==> images/class_map.png <==
The bar under the picture is 20 um long. Fill, decap, tap and diode cells in gray.
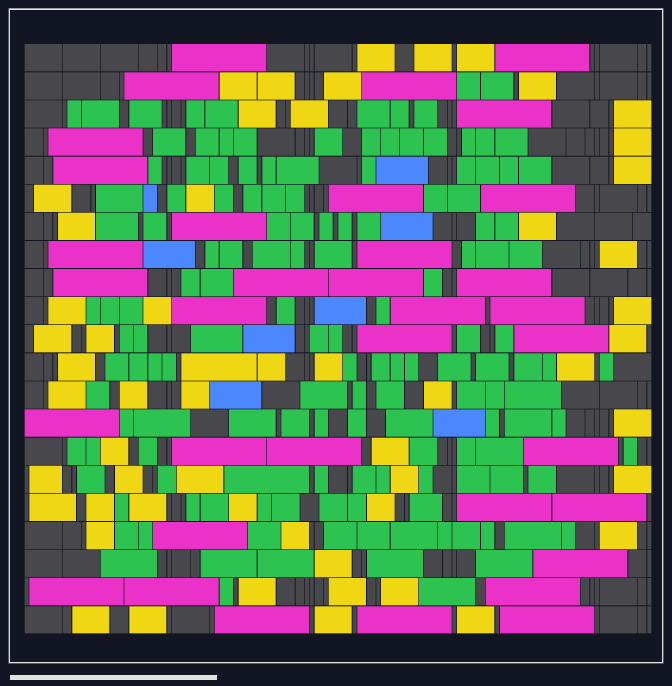
==> images/placed.png <==
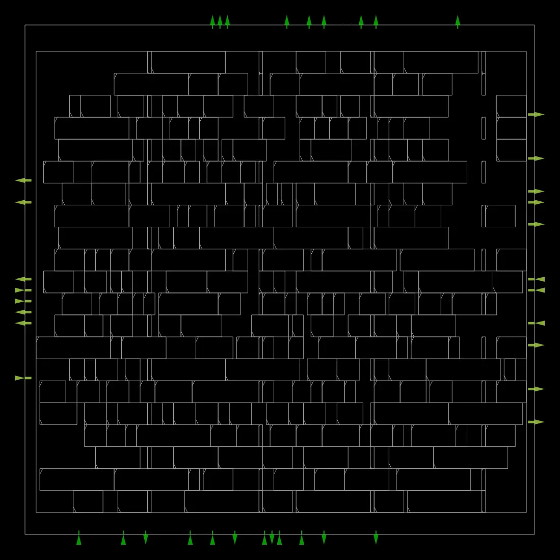
==> images/m2.png <==
The bar under the picture is 20 um long.
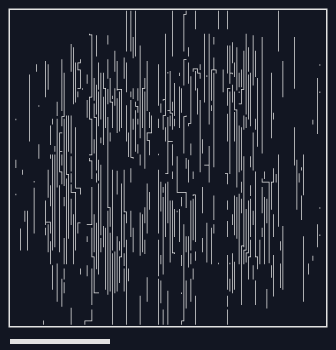
==> images/clock_wires.png <==
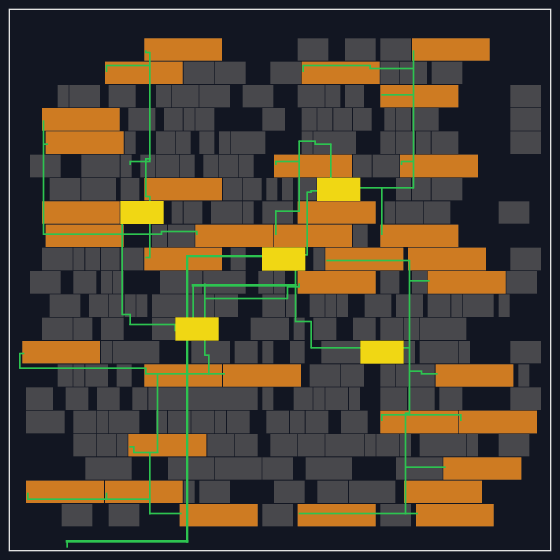
## src/rtl/acc_pkg.sv

```systemverilog
// Shared constants and types for the accumulator-side blocks.
package acc_pkg;

  localparam int ACC_W     = 8;
  localparam int ACC_CNT_W = 16;

  localparam logic [7:0] ACC_MAX_STEP = 8'd15;

  typedef enum logic [1:0] {
    IDLE  = 2'd0,
    RUN   = 2'd1,
    STALL = 2'd2
  } acc_state_e;

endpackage

```

## src/rtl/acc_diff_decoder_if.sv

```systemverilog
// Sample-in / difference-out valid/ready bus of the difference decoder.
interface acc_diff_decoder_if #(
  parameter int W = 8
);

  logic [W-1:0] sum_in;
  logic         sum_valid;
  logic         sum_ready;
  logic [W-1:0] diff_out;
  logic         diff_valid;
  logic         diff_ready;

  modport master (
    output sum_in, sum_valid, diff_ready,
    input  sum_ready, diff_out, diff_valid
  );

  modport slave (
    input  sum_in, sum_valid, diff_ready,
    output sum_ready, diff_out, diff_valid
  );

endinterface

```

## src/rtl/acc_out_reg.sv

```systemverilog
// Single-entry valid/ready output register; holds its entry while the consumer stalls.
module acc_out_reg
  import acc_pkg::*;
#(
  parameter int W = ACC_W
) (
  input  logic         clk,
  input  logic         rst,
  input  logic         flush_i,
  input  logic         load_i,
  input  logic [W-1:0] data_i,
  input  logic         ready_i,
  output logic         free_o,
  output logic         valid_o,
  output logic [W-1:0] data_o
);

  logic         valid_q, valid_d;
  logic [W-1:0] data_q, data_d;

  // Free when empty or being drained this cycle, so a full-rate stream has no bubbles.
  assign free_o  = !valid_q || ready_i;
  assign valid_o = valid_q;
  assign data_o  = data_q;

  always_comb begin
    valid_d = valid_q;
    data_d  = data_q;
    if (flush_i) begin
      valid_d = 1'b0;
    end else if (load_i) begin
      valid_d = 1'b1;
      data_d  = data_i;
    end else if (valid_q && ready_i) begin
      valid_d = 1'b0;
    end
  end

  always_ff @(posedge clk or negedge rst) begin
    if (!rst) begin
      valid_q <= 1'b0;
      data_q  <= '0;
    end else begin
      valid_q <= valid_d;
      data_q  <= data_d;
    end
  end

endmodule

```

## src/rtl/acc_diff_decoder.sv

```systemverilog
// Reconstructs accumulator increments: diff = sum[n] - sum[n-1] mod 2^W.
// Optional sticky step-size checker enabled by ACC_DIFF_STEP_CHECK_EN.
module acc_diff_decoder
  import acc_pkg::*;
#(
  parameter int W     = ACC_W,
  parameter int CNT_W = ACC_CNT_W
`ifdef ACC_DIFF_STEP_CHECK_EN
  ,
  parameter int MAX_STEP = int'(ACC_MAX_STEP)
`endif
) (
  input  logic             clk,
  input  logic             rst,
  input  logic             clear,
  acc_diff_decoder_if.slave bus,
  output logic [CNT_W-1:0] sample_cnt,
  output logic             busy
`ifdef ACC_DIFF_STEP_CHECK_EN
  ,
  output logic             step_err
`endif
);

  function automatic logic [CNT_W-1:0] sat_inc(input logic [CNT_W-1:0] c);
    return (&c) ? c : c + {{(CNT_W-1){1'b0}}, 1'b1};
  endfunction

  acc_state_e       state_q, state_d;
  logic [W-1:0]     prev_q, prev_d;
  logic [W-1:0]     diff_d;
  logic [CNT_W-1:0] cnt_q, cnt_d;
  logic             out_free;
  logic             accept;

  // clear has priority over an incoming sample, so the sample is refused outright.
  assign bus.sum_ready = rst && !clear && out_free;
  assign accept        = bus.sum_valid && bus.sum_ready;
  assign diff_d        = bus.sum_in - prev_q;

  assign sample_cnt = cnt_q;
  assign busy       = (state_q != IDLE);

  acc_out_reg #(.W(W)) u_out_reg (
    .clk     (clk),
    .rst     (rst),
    .flush_i (clear),
    .load_i  (accept),
    .data_i  (diff_d),
    .ready_i (bus.diff_ready),
    .free_o  (out_free),
    .valid_o (bus.diff_valid),
    .data_o  (bus.diff_out)
  );

  always_comb begin
    state_d = state_q;
    if (clear) begin
      state_d = IDLE;
    end else begin
      unique case (state_q)
        IDLE:    if (accept) state_d = RUN;
        RUN:     if (bus.diff_valid && !bus.diff_ready && bus.sum_valid) state_d = STALL;
        STALL:   if (bus.diff_ready) state_d = RUN;
        default: state_d = IDLE;
      endcase
    end
  end

  always_comb begin
    prev_d = prev_q;
    cnt_d  = cnt_q;
    if (clear) begin
      prev_d = '0;
      cnt_d  = '0;
    end else if (accept) begin
      prev_d = bus.sum_in;
      cnt_d  = sat_inc(cnt_q);
    end
  end

  // Stage boundary: differencing state registers.
  always_ff @(posedge clk or negedge rst) begin
    if (!rst) begin
      state_q <= IDLE;
      prev_q  <= '0;
      cnt_q   <= '0;
    end else begin
      state_q <= state_d;
      prev_q  <= prev_d;
      cnt_q   <= cnt_d;
    end
  end

`ifdef ACC_DIFF_STEP_CHECK_EN
  function automatic logic step_out_of_range(input logic signed [W-1:0] d);
    int dv;
    dv = int'(d);
    return (dv > MAX_STEP) || (dv < -MAX_STEP);
  endfunction

  logic step_err_q, step_err_d;

  always_comb begin
    step_err_d = step_err_q;
    if (clear) begin
      step_err_d = 1'b0;
    end else if (accept && step_out_of_range(diff_d)) begin
      step_err_d = 1'b1;
    end
  end

  always_ff @(posedge clk or negedge rst) begin
    if (!rst) step_err_q <= 1'b0;
    else      step_err_q <= step_err_d;
  end

  assign step_err = step_err_q;
`endif

endmodule

```

## src/flat_wrapper.sv

```systemverilog
// flat-port wrapper written by rule: the top's interface ports become plain ports
module acc_diff_decoder_flat import acc_pkg::*;
#(
  parameter int W     = ACC_W,
  parameter int CNT_W = ACC_CNT_W

)
  (clk, rst, clear, sample_cnt, busy, bus_sum_in, bus_sum_valid, bus_diff_ready, bus_sum_ready, bus_diff_out, bus_diff_valid);
  acc_diff_decoder_if #(.W(W)) bus_i ();
  input  logic clk;
  input  logic rst;
  input  logic clear;
  output logic [CNT_W-1:0] sample_cnt;
  output logic busy;
  input wire logic [$bits(bus_i.sum_in)-1:0] bus_sum_in;
  input wire logic [$bits(bus_i.sum_valid)-1:0] bus_sum_valid;
  input wire logic [$bits(bus_i.diff_ready)-1:0] bus_diff_ready;
  output wire logic [$bits(bus_i.sum_ready)-1:0] bus_sum_ready;
  output wire logic [$bits(bus_i.diff_out)-1:0] bus_diff_out;
  output wire logic [$bits(bus_i.diff_valid)-1:0] bus_diff_valid;
  assign bus_i.sum_in = bus_sum_in;
  assign bus_i.sum_valid = bus_sum_valid;
  assign bus_i.diff_ready = bus_diff_ready;
  assign bus_sum_ready = bus_i.sum_ready;
  assign bus_diff_out = bus_i.diff_out;
  assign bus_diff_valid = bus_i.diff_valid;
  acc_diff_decoder #(.W(W), .CNT_W(CNT_W)) u_core (.clk(clk), .rst(rst), .clear(clear), .bus(bus_i), .sample_cnt(sample_cnt), .busy(busy));
endmodule
```

## config.mk

```make
export PLATFORM = sky130hd
export DESIGN_NAME = acc_diff_decoder_flat
export DESIGN_NICKNAME = d
export VERILOG_FILES = /design/src/rtl/acc_pkg.sv /design/src/rtl/acc_diff_decoder_if.sv /design/src/rtl/acc_out_reg.sv /design/src/rtl/acc_diff_decoder.sv /design/src/flat_wrapper.sv
export SDC_FILE = /design/constraint.sdc
export NUM_CORES = 1
export LEC_CHECK = 0
export CORE_UTILIZATION = 51
export DETAILED_ROUTE_END_ITERATION = 12
export HOLD_SLACK_MARGIN = 0.02
export PLACE_DENSITY = 0.8
export SYNTH_ARGS = -nofsm -noshare
export SYNTH_HDL_FRONTEND = slang
export SYNTH_HIERARCHICAL = 1
export SYNTH_SLANG_ARGS = --single-unit
```

## constraint.sdc

```tcl
create_clock -name clk -period 2.3 [get_ports clk]
set_input_delay 0.575 -clock clk [delete_from_list [all_inputs] [get_ports clk]]
set_output_delay 0.575 -clock clk [all_outputs]
set_load 0.01 [all_outputs]
```

==> metrics.cfg <==
[synth]
synth_seq_share_pct=45.99

[sta]
fmax_ghz=0.4486
hold_viol_final=0
tightest_slew_ns=0.4338
setup_ws_ns=0.07077
finalSetupViolCount=0

[job]
drv_cap=0
warning_count=27

[setup_path]
crit_fanout=4
r2r_cells=9
required_ns=2.46

[power_and_ir_drop]
top_power_group=sequential cells
powerClk_mw=0.484
seq_power_mw=0.706
switching_share_pct=24.69

[grt]
grt_overflow=0
grt_pass1_vias=1580

[placed_design]
portBuffers=39
dp_hpwl_mm=2.913

[finish]
logic_area_um2=952.2

[clock_network]
htreeDepth=2
cts_tree=done
cts_made_buffers=5
postCtsSetupRepairBufs=0

[status]
status=finished clean

[die]
fp.dieW_um=63.11
io_pins=40

[hold_path]
hold_path_class=flip-flop to flip-flop

## Picture notes: class_map.png
magenta -> registers  # cells 35, share of their area 35%
yellow -> remaining buffers and delay cells  # cells 56, share of their area 21%
blue -> clock drivers and dummy loads  # cells 8, share of their area 4.0%
green -> remaining logic cells  # cells 146, share of their area 40%
Core ar.: 3468 um^2
final non-filler cell area: 2572 um^2
Site Rows: 21
core occupancy in the finished layout: 74.17%

## Picture notes: placed.png
Final Non-Filler Cells: 291
Seq area share: 34.05%
Seq cells: 35

## Picture notes: m2.png
wire length on this layer = 2160 um
longest straight run = 23.1 um
nets with wire on the layer = 241
routing usage on met2: 38.31%
Post-Route WL: 4.174 mm
DR vias: 1554

## Picture notes: clock_wires.png
green -> clock wires  # length 434 um
yellow -> clock-net drivers  # count 5
orange -> flip-flops  # count 35
flops lie = all over the die
Worst-Skew Late Latency: 0.28 ns
Worst Skew: 0.008124 ns

==> metal layers <==
metal / up-vias / wire length (um)
met5: - / 0
met3: 4 / 164
met4: 0 / 49
met2: 44 / 2160
met1: 745 / 1799
li1: 761 / -
==> cells in the final DEF, fill, tap and decap left out, types with 2 or more instances in the layout <==
master	n
a21oi_1	18
clkbuf_8	7
ha_1	7
mux2i_1	2
o31ai_1	5
nor2_1	9
buf_4	16
a21o_1	2
o21ai_1	4
xor2_1	10
dlymetal6s2s_1	2
dfrtp_1	35
mux2_4	8
o21ai_0	2
xnor2_1	8
and3_1	9
nand3_1	4
nand2b_1	2
nand4_1	5
inv_2	4
nand2_1	18
inv_1	10
clkdlybuf4s50_1	36
==> critical path: stages <==
cell and delay (ns):
clkdlybuf4s50_1 0.45, ha_1 0.35, and3_1 0.18, a211oi_1 0.23, buf_4 0.15, a21oi_1 0.07
xnor2_1 0.12, mux2_4 0.25
==> cell type report <==
class	instances	share of cell area, %
tap	46	2.237
timing repair buffer	56	20.77
inverter	14	2.043
clock buffer	8	3.891
multi-input combinational	132	37.01
sequential	35	34.05
==> per-stage QoR <==
| stage | hold WS (ns) | power (mW) |
|---|---|---|
| floorplan | 0.2794 | 0.9024 |
| global placement | 0.4926 | 1.088 |
| detailed placement | 0.4945 | 1.097 |
| CTS | 0.5170 | 1.584 |
| global route | 0.5281 | 1.644 |
| finish | 0.5155 | 1.572 |
==> logic make-up (layout without fill, tap and decap cells) <==
logic type                 after synthesis  in the layout  share of synthesized area (%)
adders and majority gates                9              9                          6.308
AOI/OAI and AO/OA                       38             38                          11.96
and+or+nand+nor                         57             57                          15.64
DFF                                     35             35                          45.99
muxes                                   10             10                          7.359
xor gates and xnor gates                18             18                          8.279
buffers and inverters                   20             78                          4.468
Power is estimated from default activity; no workload was simulated.
